## src/rtl/sse_feeder.sv

```systemverilog
// Operand buffer and sequencer feeding the sum-of-squared-error accumulator:
// loads A/B pairs from a host, streams them on request, captures the result.
module sse_feeder #(
    parameter int DEPTH   = 16,
    parameter int TIMEOUT = 1024
) (
    input  logic                       clk,
    input  logic                       rst,
    input  logic                       wr_en,
    input  logic [31:0]                wr_a,
    input  logic [31:0]                wr_b,
    input  logic                       go,
    output logic                       full,
    output logic [$clog2(DEPTH):0]     count,
    output logic                       busy,
    output logic                       done,
    output logic                       err,
    output logic [31:0]                result,
    output logic                       sse_rst,
    output logic [31:0]                A,
    output logic [31:0]                B,
    output logic                       stop,
    input  logic                       sse_next,
    input  logic                       sse_ready,
    input  logic [31:0]                sse_y
);

    localparam int AW = $clog2(DEPTH);
    localparam int CW = AW + 1;
    localparam int TW = $clog2(TIMEOUT) + 1;

    typedef enum logic [1:0] {IDLE, START, STREAM, DRAIN} state_t;

    state_t          state;
    logic [31:0]     mem_a [DEPTH];
    logic [31:0]     mem_b [DEPTH];
    logic [AW-1:0]   rd_ptr;
    logic [AW-1:0]   nxt_ptr;
    logic [CW-1:0]   last;
    logic [TW-1:0]   wdog;
    logic            wr_ok;

    assign full    = (count == CW'(DEPTH));
    assign last    = count - CW'(1);
    assign nxt_ptr = rd_ptr + 1'b1;
    assign wr_ok   = (state == IDLE) && wr_en && !full;

    // Buffer storage carries no reset; stale entries are unreachable once count clears.
    always_ff @(posedge clk) begin
        if (wr_ok) begin
            mem_a[count[AW-1:0]] <= wr_a;
            mem_b[count[AW-1:0]] <= wr_b;
        end
    end

    always_ff @(posedge clk) begin
        if (rst) begin
            state   <= IDLE;
            count   <= '0;
            rd_ptr  <= '0;
            wdog    <= '0;
            A       <= '0;
            B       <= '0;
            stop    <= 1'b0;
            busy    <= 1'b0;
            done    <= 1'b0;
            err     <= 1'b0;
            result  <= '0;
            sse_rst <= 1'b1;
        end else begin
            done    <= 1'b0;
            sse_rst <= 1'b0;
            case (state)
                IDLE: begin
                    if (wr_ok)
                        count <= count + 1'b1;
                    if (go && count != '0) begin
                        state   <= START;
                        err     <= 1'b0;
                        busy    <= 1'b1;
                        rd_ptr  <= '0;
                        A       <= mem_a[0];
                        B       <= mem_b[0];
                        sse_rst <= 1'b1;
                    end
                end
                START: state <= STREAM;
                STREAM: begin
                    if (sse_next) begin
                        if ({1'b0, rd_ptr} == last) begin
                            stop  <= 1'b1;
                            wdog  <= '0;
                            state <= DRAIN;
                        end else begin
                            rd_ptr <= nxt_ptr;
                            A      <= mem_a[nxt_ptr];
                            B      <= mem_b[nxt_ptr];
                        end
                    end
                end
                DRAIN: begin
                    // A ready result takes priority over a simultaneous watchdog expiry.
                    if (sse_ready) begin
                        result <= sse_y;
                        done   <= 1'b1;
                        stop   <= 1'b0;
                        busy   <= 1'b0;
                        count  <= '0;
                        state  <= IDLE;
                    end else if (wdog == TW'(TIMEOUT - 1)) begin
                        err    <= 1'b1;
                        stop   <= 1'b0;
                        busy   <= 1'b0;
                        count  <= '0;
                        state  <= IDLE;
                    end else begin
                        wdog <= wdog + 1'b1;
                    end
                end
                default: state <= IDLE;
            endcase
        end
    end

endmodule

```

## config.mk

```make
export PLATFORM = sky130hd
export DESIGN_NAME = sse_feeder
export DESIGN_NICKNAME = d
export VERILOG_FILES = /design/src/rtl/sse_feeder.sv
export SDC_FILE = /design/constraint.sdc
export NUM_CORES = 1
export LEC_CHECK = 0
export CAP_MARGIN = 0
export CORE_UTILIZATION = 45
export DETAILED_ROUTE_END_ITERATION = 6
export PLACE_DENSITY = 0.63
export SYNTH_ARGS = -nofsm -noshare
export SYNTH_HDL_FRONTEND = slang
export SYNTH_SLANG_ARGS = --single-unit
```

## constraint.sdc

```tcl
create_clock -name clk -period 8.7 [get_ports clk]
set_input_delay 0.87 -clock clk [delete_from_list [all_inputs] [get_ports clk]]
set_output_delay 0.87 -clock clk [all_outputs]
set_load 0.005 [all_outputs]
```

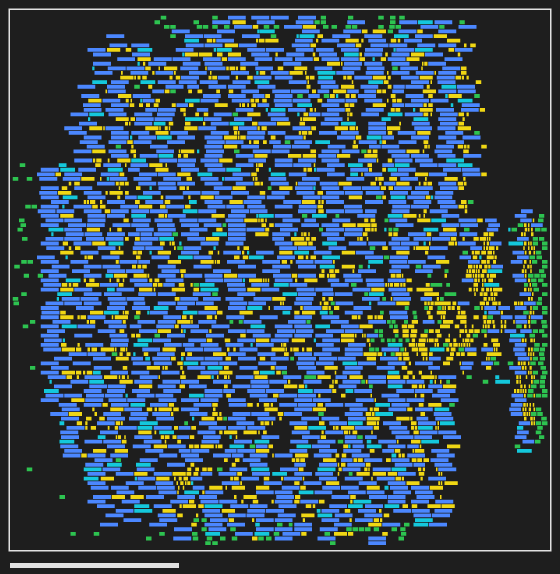
Fig. 1. Placement by cell class.
The bar under the picture is 100 um long.
legend:
  green:
    class: other buffers and delay cells
    cells: 264
    share_of_their_area: 5.0%
  yellow:
    class: all other logic
    cells: 1196
    share_of_their_area: 22%
  cyan:
    class: clock drivers and dummy loads
    cells: 218
    share_of_their_area: 7.7%
  blue:
    class: flip-flops
    cells: 1147
    share_of_their_area: 65%

==> out/qor.yml <==
outcome:
  status: "complete, no violations"
logic_synthesis:
  syn-cell-area_um2: 45120
  yosys_area_um2: 45120
  synth-edff-count: 1024
  synthArstFlopShare_pct: 0
  ys_seq_share_pct: 73.60
  synth.avg_cell_area_um2: 17.75
  synth-main-ff-cell: "edfxtp_1"
  synthesis.instances: 2542
  yosysCellCount: 2542
  synth.distinct_cells: 59
  yosys_warnings: 0
  syn_nets: 2653
  numSynthFlops: 1147
floorplan:
  placementRows: 115
  initCoreUtil_pct: 45.65
  die_x_um: 318.7
  core_um2: 98850
  die_height_um: 318.7
  io-pin-count: 209
  die-area_um2: 101500
critical_path:
  critPathRequiredTime_ns: 9.24
  critPathKind: "flip-flop to flip-flop"
  rr_worst_depth: 9
  worstReg2RegEnd: "A[6]"
  start_kind: "flip-flop"
  arrival_ns: 4.95
  crit_start: "count[0]"
  crit_end: "A[6]"
  crit_path_end_kind: "flip-flop"
  r2r_start: "count[0]"
  r2r_slack_ns: 4.29
  cp_max_fo: 68
pwr:
  max-vdd-ir-drop_mv: 0.1779
  powerDensity_nw_per_um2: 261.9
  p_leak_nw: 16.03
global_route:
  grt_use_total_pct: 22.45
  antenna_found_initial: 10
  grt_pass1_wl_mm: 169.2
  first_global_vias: 25510
  grt_max_degree: 111
  grt_remaining_overflow: 0
clock_tree:
  hold_buffers: 0
  clock_latency_ns: 0.71
  clock_sinks: 1147
  clockBufferDepth: 3
  tritoncts: "built"
  post_cts_resize_count: 0
  cts_buffers: 114
  postCtsSetupBuffers: 0
  clk_pin_slew_worst_paths_ns: 0.06
  htreeDepth: 3
  root_buffer: "clkbuf_16"
min_path:
  hp-class: "flip-flop to flip-flop"
detailed_routing:
  drt_iter0_drc: 2647
  drcViolationCount: 0
  vias_per_cell: 6.137
  ant_nets: 0
  dr.pass1.iters: 5
  routedWlPerCell_um: 27.78
final_timing:
  skew_ns: 0.03050
  finalHoldViolations: 0
  setup_viol: 0
  rsz0062_at_grt: "no"
  finalCritPeriodShare_pct: 50.66
  worst_pin_slew_ns: 1.291
  fin_setup_tns_ns: 0
  slew_headroom_pct: 13.87
  timing.fmax_mhz: 226.9
  worst_hold_slack_ns: 0.4512
  slew_violations: 0
  min_period_ns: 4.408
final_layout:
  nets: 2834
  drive_gt1_share_pct: 16.64
  syn_to_final_growth_pct: 16.53
  lay_top_cells: "1024 x edfxtp_1, 207 x clkdlybuf4s50_1, 206 x nand2_1"
  lay_top_count: "edfxtp_1"
placement:
  dp_hpwl_mm: 58.31
  gp_congestion: 0.8214
  io_buffers: 208
flow_run:
  drv_cap: 0
  warning_count: 35
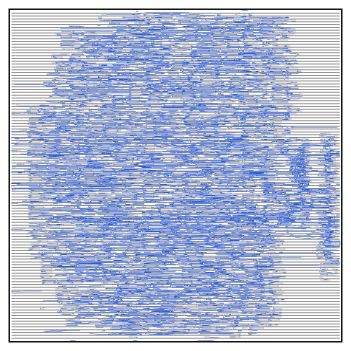
Fig. 2. Met1 routing.
Supply wires on this layer in grey.
nets with wire on the layer: 2703
wire length on this layer: 47.8 mm
longest straight run: 113 um
main direction: horizontal
vias: 25.26k
Post-Route WL: 114.3 mm

logic make-up after synthesis:
family | after synthesis | share of synthesized area [%]
AOI/OAI and AO/OA | 347 | 6.341
xor gates and xnor gates | 11 | 0.2135
adders and majority gates | 9 | 0.2496
buffers and inverters | 211 | 2.021
DFF | 1147 | 73.60
muxes | 323 | 12.52
and+or+nand+nor | 494 | 5.052
report_power, final:
part           total, mW  internal (mW)  leakage, nW  switching, mW
clock network       5.12           3.01         1.93           2.11
logic               1.95          0.776         3.86           1.17
registers           6.71           6.44         10.2          0.271
total               13.8           10.2         16.0           3.55
state kept, by name, indices dropped and copies added, names as in the netlist, 2 cells and up:
register  count
count         5
mem_a       512
A            32
mem_b       512
wdog         11
state         2
result       32
rd_ptr        4
B            32
worst max-delay path: stages, from the launching register on:
cell and delay [ns]:
dfxtp_1 0.39, inv_1 0.16, ha_1 0.35, or4b_2 0.66, a21bo_2 0.30, nand3_4 0.09, buf_4 0.80, o21a_4 0.56
buf_4 0.68, o31ai_1 0.17
Yosys cell counts, types with 4 or more instances:
master	instances	area share, %
o21ai_0	9	0.10
nor2_1	59	0.49
o41ai_1	4	0.078
nand4_1	57	0.79
a221oi_1	7	0.14
nor3_1	5	0.055
nand3_1	136	1.5
mux2i_1	128	2.8
edfxtp_1	1024	68
nand2b_1	5	0.069
xnor2_1	8	0.16
buf_2	65	0.72
mux4_2	193	9.6
or3_1	6	0.083
buf_1	15	0.12
a21oi_1	44	0.49
o2111ai_1	66	1.3
dfxtp_1	123	5.5
o31ai_1	56	0.93
o211ai_1	4	0.067
o221ai_1	55	1.1
nand2_1	206	1.7
inv_1	11	0.092
buf_4	8	0.13
o211a_1	64	1.4
o41ai_2	6	0.22
clkbuf_1	109	0.91
a22oi_1	4	0.067
ha_1	9	0.25
o22ai_1	11	0.15
through the flow:
step	area, um2	util [%]	cells	setup slack (ns)	total power [mW]
after floorplan	45120	-	2542	1.047	7.758
final	52580	53.20	4115	4.292	13.77
after detailed placement	48630	49.20	3894	4.414	8.765
after CTS	52580	53.19	4112	4.382	13.86
after global placement	48630	49.20	3894	4.474	8.719
after global routing	52580	53.19	4114	4.209	14.20
layout make-up:
| cell class | instances | area, um2 |
|---|---|---|
| antenna | 3 | 7.507 |
| sequential | 1147 | 33220 |
| tap | 1287 | 1610 |
| clock inverter | 63 | 812.0 |
| inverter | 12 | 47.55 |
| multi-input combinational | 1184 | 11220 |
| clock buffer | 155 | 3132 |
| fill | 7642 | 46270 |
| timing repair buffer | 264 | 2537 |
per-layer routing:
| layer | wire, um | global-route usage [%] |
|---|---|---|
| met5 | 92 | 0 |
| met4 | 2774 | 6.742 |
| met3 | 9011 | 4.166 |
| met2 | 54600 | 36.17 |
| met1 | 47830 | 31.12 |
worst min-delay path by stage:
stage	cells past startpoint	endpoint	start	slack, ns
after CTS	2	wdog[10]	wdog[10]	0.45
after global routing	2	result[11]	result[11]	0.48
final	2	wdog[10]	wdog[10]	0.45
after global placement	2	wdog[10]	wdog[10]	0.43
after floorplan	2	wdog[10]	wdog[10]	0.41
after detailed placement	2	wdog[10]	wdog[10]	0.44
Power and IR drop assume default switching activity.
